Run 1, I/O pins on the die edge:
(4 px per um) Pins as bars across the die edge, other pins in grey.
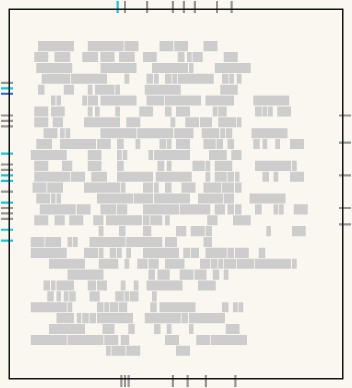
Run 1, cell area per tile:
(4 px per um) 8 x 9 tiles, from black (low) to pale yellow (high), 0 to 100% covered.
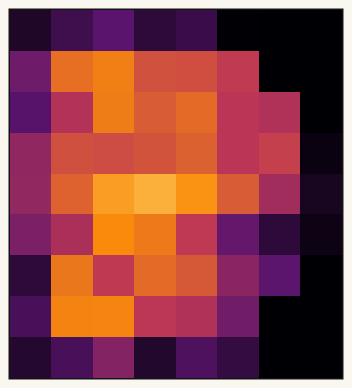
Run 1, signal wires by layer:
(3 px per um)
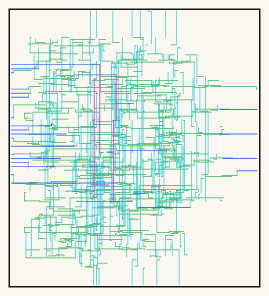
$ cat src/rtl/divisor_secuencial.sv
// divisor_secuencial
// Sequential unsigned restoring divider. One quotient bit is resolved per
// clock edge, so a division takes N+1 edges from the accepting edge until
// fin goes high.
//
// Optional feature: define DIV_ZERO_DETECT_EN to short-circuit division by
// zero. The accepting edge then goes straight to DONE with div0=1. Without
// the macro, div0 is tied low and a zero divisor runs the normal sequence.
//
// Ports:
//   clk        system clock, rising edge
//   reset_n    asynchronous active-low reset
//   start      request, accepted in IDLE or DONE
//   dividendo  unsigned dividend, latched on an accepted start
//   divisor    unsigned divisor, latched on an accepted start
//   cociente   registered quotient
//   resto      registered remainder
//   busy       high while iterating
//   fin        high while cociente/resto hold a valid result
//   div0       divide-by-zero flag
//
// state | meaning
// IDLE  | after reset, waiting for start, outputs at reset value
// ITER  | one restoring step per edge, counter counts down from N
// DONE  | result valid, waiting for the next start
module divisor_secuencial #(
    parameter int N = 8
) (
    input  logic         clk,
    input  logic         reset_n,
    input  logic         start,
    input  logic [N-1:0] dividendo,
    input  logic [N-1:0] divisor,
    output logic [N-1:0] cociente,
    output logic [N-1:0] resto,
    output logic         busy,
    output logic         fin,
    output logic         div0
);

    typedef enum logic [1:0] {IDLE, ITER, DONE} state_t;

    localparam int CW = $clog2(N + 1);

    state_t        state;
    logic [N-1:0]  q_reg;
    logic [N-1:0]  r_reg;
    logic [N-1:0]  d_reg;
    logic [CW-1:0] cnt;

    logic [N:0]    trial;
    logic [N-1:0]  q_next;
    logic [N-1:0]  r_next;

    // Restoring step. The trial subtraction is one bit wider than the
    // operands so that its MSB is a clean borrow even for all-ones inputs.
    always_comb begin
        trial = {r_reg, q_reg[N-1]} - {1'b0, d_reg};
        if (!trial[N]) begin
            r_next = trial[N-1:0];
            q_next = {q_reg[N-2:0], 1'b1};
        end else begin
            r_next = {r_reg[N-2:0], q_reg[N-1]};
            q_next = {q_reg[N-2:0], 1'b0};
        end
    end

`ifndef DIV_ZERO_DETECT_EN
    assign div0 = 1'b0;
`endif

    always_ff @(posedge clk or negedge reset_n) begin
        if (!reset_n) begin
            state    <= IDLE;
            q_reg    <= '0;
            r_reg    <= '0;
            d_reg    <= '0;
            cnt      <= '0;
            cociente <= '0;
            resto    <= '0;
            busy     <= 1'b0;
            fin      <= 1'b0;
`ifdef DIV_ZERO_DETECT_EN
            div0     <= 1'b0;
`endif
        end else begin
            case (state)
                IDLE, DONE: begin
                    if (start) begin
                        q_reg <= dividendo;
                        d_reg <= divisor;
                        r_reg <= '0;
                        cnt   <= CW'(N);
`ifdef DIV_ZERO_DETECT_EN
                        if (divisor == '0) begin
                            state    <= DONE;
                            busy     <= 1'b0;
                            fin      <= 1'b1;
                            cociente <= '1;
                            resto    <= dividendo;
                            div0     <= 1'b1;
                        end else begin
                            state <= ITER;
                            busy  <= 1'b1;
                            fin   <= 1'b0;
                            div0  <= 1'b0;
                        end
`else
                        state <= ITER;
                        busy  <= 1'b1;
                        fin   <= 1'b0;
`endif
                    end
                end
                ITER: begin
                    // start is deliberately ignored here
                    q_reg <= q_next;
                    r_reg <= r_next;
                    cnt   <= cnt - 1'b1;
                    if (cnt == CW'(1)) begin
                        state    <= DONE;
                        busy     <= 1'b0;
                        fin      <= 1'b1;
                        cociente <= q_next;
                        resto    <= r_next;
                    end
                end
                default: begin
                    state <= IDLE;
                    busy  <= 1'b0;
                    fin   <= 1'b0;
                end
            endcase
        end
    end

endmodule
$ cat config.mk
export PLATFORM = sky130hd
export DESIGN_NAME = divisor_secuencial
export DESIGN_NICKNAME = d
export VERILOG_FILES = /design/src/rtl/divisor_secuencial.sv
export SDC_FILE = /design/constraint.sdc
export NUM_CORES = 1
export LEC_CHECK = 0
export CAP_MARGIN = 20
export CORE_AREA = 5 5 78 87
export CTS_CLUSTER_SIZE = 12
export DETAILED_ROUTE_END_ITERATION = 10
export DIE_AREA = 0 0 83 92
export GPL_TIMING_DRIVEN = 0
export HOLD_SLACK_MARGIN = 0.15
export PLACE_DENSITY = 0.65
export SETUP_SLACK_MARGIN = 0.4
export SLEW_MARGIN = 20
export SYNTH_ARGS = -nofsm -noshare
export SYNTH_HDL_FRONTEND = slang
export SYNTH_SLANG_ARGS = --single-unit
$ cat constraint.sdc
create_clock -name clk -period 3.4 [get_ports clk]
set_clock_uncertainty 0.1 [all_clocks]
set_input_delay 0.68 -clock clk [delete_from_list [all_inputs] [get_ports clk]]
set_output_delay 0.68 -clock clk [all_outputs]
set_load 0.05 [all_outputs]
==> impl_metrics.json, run 1 <==
{
  "top_usage_layer": "met2",
  "cp.depth": 10,
  "grt_use_met3_pct": 3.85,
  "netlist_instances": 231,
  "reg2reg_depth": 10,
  "edf_count": 0,
  "num_vias": 1821,
  "clockNetworkAreaShare_pct": 2.50,
  "lay_top_count": "dfrtp_1",
  "cts_resized": 0,
  "num_rows": 29,
  "crit_fanout": 6,
  "status": "complete, no violations",
  "grt_pass1_vias": 1869,
  "area_delta_synth_final_pct": 23.1,
  "end_kind": "flop",
  "comb_cells": 160,
  "cp.arrival_ns": 2.67,
  "clk_latency_ns": 0.30,
  "warnings": 27,
  "ff_type": "dfrtp_1",
  "hp-class": "input pin to asynchronous set/reset pin",
  "wl_per_cell_um": 14.9,
  "comb_area_um2": 1080,
  "rsz0062_at_grt": "no",
  "synth_stat.cells": 231,
  "netlist_top_cells_count": "dfrtp_1 (47), nand2_1 (40), o21ai_0 (29)"
}
About 'I/O pins on the die edge':
[reset_n] blue | pins: 1 | direction: input | edge: left
[cociente] cyan | pins: 8 | direction: output | edge: 7 left, 1 top
all pins by edge: 18 left, 8 top, 7 bottom, 5 right
die height: 92 um
# port buffers: 36
die span in x: 83 um

About 'cell area per tile':
densest ninth of the die: middle
fullest tile: 83%
tiles over 75% full: 4.2%
mean over tiles: 37%
emptiest ninth of the die: bottom right
Starting Density: 41.1%
Core ar.: 5730 um^2
post-layout util: 50.6%

About 'signal wires by layer':
[M4] magenta | wire length: 112 um
[M1] green | wire length: 2260 um
[M2] cyan | wire length: 2530 um
[M3] blue | wire length: 331 um
Total Routing Usage GR: 14.5%
drt total wl: 5230 um

==> run 2: changes to the inputs <==
==> constraint.sdc (replaced) <==
create_clock -name clk -period 2.4 [get_ports clk]
set_clock_uncertainty 0.1 [all_clocks]
set_input_delay 0.48 -clock clk [delete_from_list [all_inputs] [get_ports clk]]
set_output_delay 0.48 -clock clk [all_outputs]
set_load 0.05 [all_outputs]
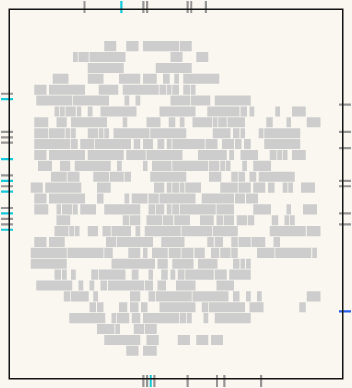
Run 2: I/O pins on the die edge
(4 px per um) Pins as bars across the die edge, other pins in grey.
[reset_n] blue | pins: 1 | direction: input | edge: right
[cociente] cyan | pins: 8 | direction: output | edge: 6 left, 1 bottom, 1 top

==> impl_metrics.json, run 2 <==
{
  "status": "complete, no violations",
  "cts_resized": 38,
  "num_vias": 1860,
  "clk_latency_ns": 0.30,
  "hold_buffers": 1,
  "end_kind": "flop",
  "drive_above_1_share_pct": 20.6,
  "top_usage_layer": "met2",
  "io_buffer_count": 36,
  "rsz0062_at_grt": "yes",
  "num_rows": 29,
  "grt_pass1_vias": 1945,
  "wl_per_cell_um": 14.8,
  "clockRootBuffer": "clkbuf_8",
  "drt_wl_total_um": 5390,
  "warnings": 30,
  "hp-class": "flop to flop",
  "netlist_top_cells_count": "dfrtp_1 (47), nand2_1 (40), o21ai_0 (29)",
  "lay_top_count": "dfrtp_1",
  "antenna_cells": 0,
  "place_congestion": 0.746,
  "ff_type": "dfrtp_1",
  "grt_usage_pct": 15.0,
  "fin_util_pct": 54.5,
  "synth_flop_count": 47,
  "crit_fanout": 6,
  "cp.arrival_ns": 2.47,
  "netlist_instances": 231,
  "comb_area_um2": 1190,
  "flop-count": 47,
  "area_delta_synth_final_pct": 32.6,
  "crit_path_cell_trace": "inv_2 -> ha_4 -> inv_2 -> fa_2 -> a211oi_4 -> o211a_4 -> o211a_1 -> buf_6 -> mux2i_2 -> o21ai_1",
  "synth_stat.cells": 231,
  "cpMostUsedCell": "inv_2",
  "cp.depth": 10,
  "die_x_um": 83,
  "grt_use_met3_pct": 3.94,
  "coreArea_um2": 5730
}
==> run 3: changes to the inputs <==
==> constraint.sdc (replaced) <==
create_clock -name clk -period 2.6 [get_ports clk]
set_clock_uncertainty 0.1 [all_clocks]
set_input_delay 0.52 -clock clk [delete_from_list [all_inputs] [get_ports clk]]
set_output_delay 0.52 -clock clk [all_outputs]
set_load 0.05 [all_outputs]
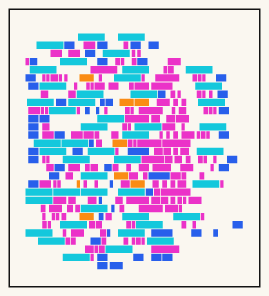
Run 3: placed cells, one colour a class
(3 px per um)
[remaining buffers and delay cells] blue | cells: 54 | share of their area: 16%
[registers] cyan | cells: 47 | share of their area: 38%
[remaining logic cells] magenta | cells: 173 | share of their area: 42%
[clock drivers and dummy loads] orange | cells: 8 | share of their area: 3.3%
post-layout util: 55.1%
Finished Cell Area: 3160 um^2
sequential cell area share: 37.3%
row count: 29

==> impl_metrics.json, run 3 <==
{
  "area_delta_synth_final_pct": 33.9,
  "hold_buffers": 1,
  "crit_path_cell_trace": "inv_2 -> ha_4 -> inv_2 -> fa_2 -> a211oi_4 -> o211a_4 -> buf_4 -> o211ai_4 -> buf_12 -> a32oi_1 -> o21ai_0",
  "comb_area_um2": 1230,
  "coreArea_um2": 5730,
  "cp.arrival_ns": 2.45,
  "hp-class": "flop to flop",
  "cts_resized": 21,
  "clockNetworkAreaShare_pct": 3.17,
  "grt_use_met3_pct": 3.85,
  "flop-count": 47,
  "clockRootBuffer": "clkbuf_8",
  "crit_fanout": 6,
  "cp.depth": 11,
  "antenna_cells": 0,
  "num_vias": 1840,
  "grt_usage_pct": 15.2,
  "rsz0062_at_grt": "yes",
  "die_x_um": 83,
  "edf_count": 0,
  "dieHeight_um": 92,
  "top_usage_layer": "met2",
  "comb_cells": 160,
  "synth_flop_count": 47,
  "synth_stat.cells": 231,
  "warnings": 30,
  "netlist_instances": 231,
  "lay_top_count": "dfrtp_1",
  "reg2reg_depth": 11,
  "grt_pass1_vias": 1951,
  "wl_per_cell_um": 15.1,
  "ff_type": "dfrtp_1",
  "status": "complete, no violations",
  "fp-utilization_pct": 41.1,
  "cpMostUsedCell": "inv_2"
}
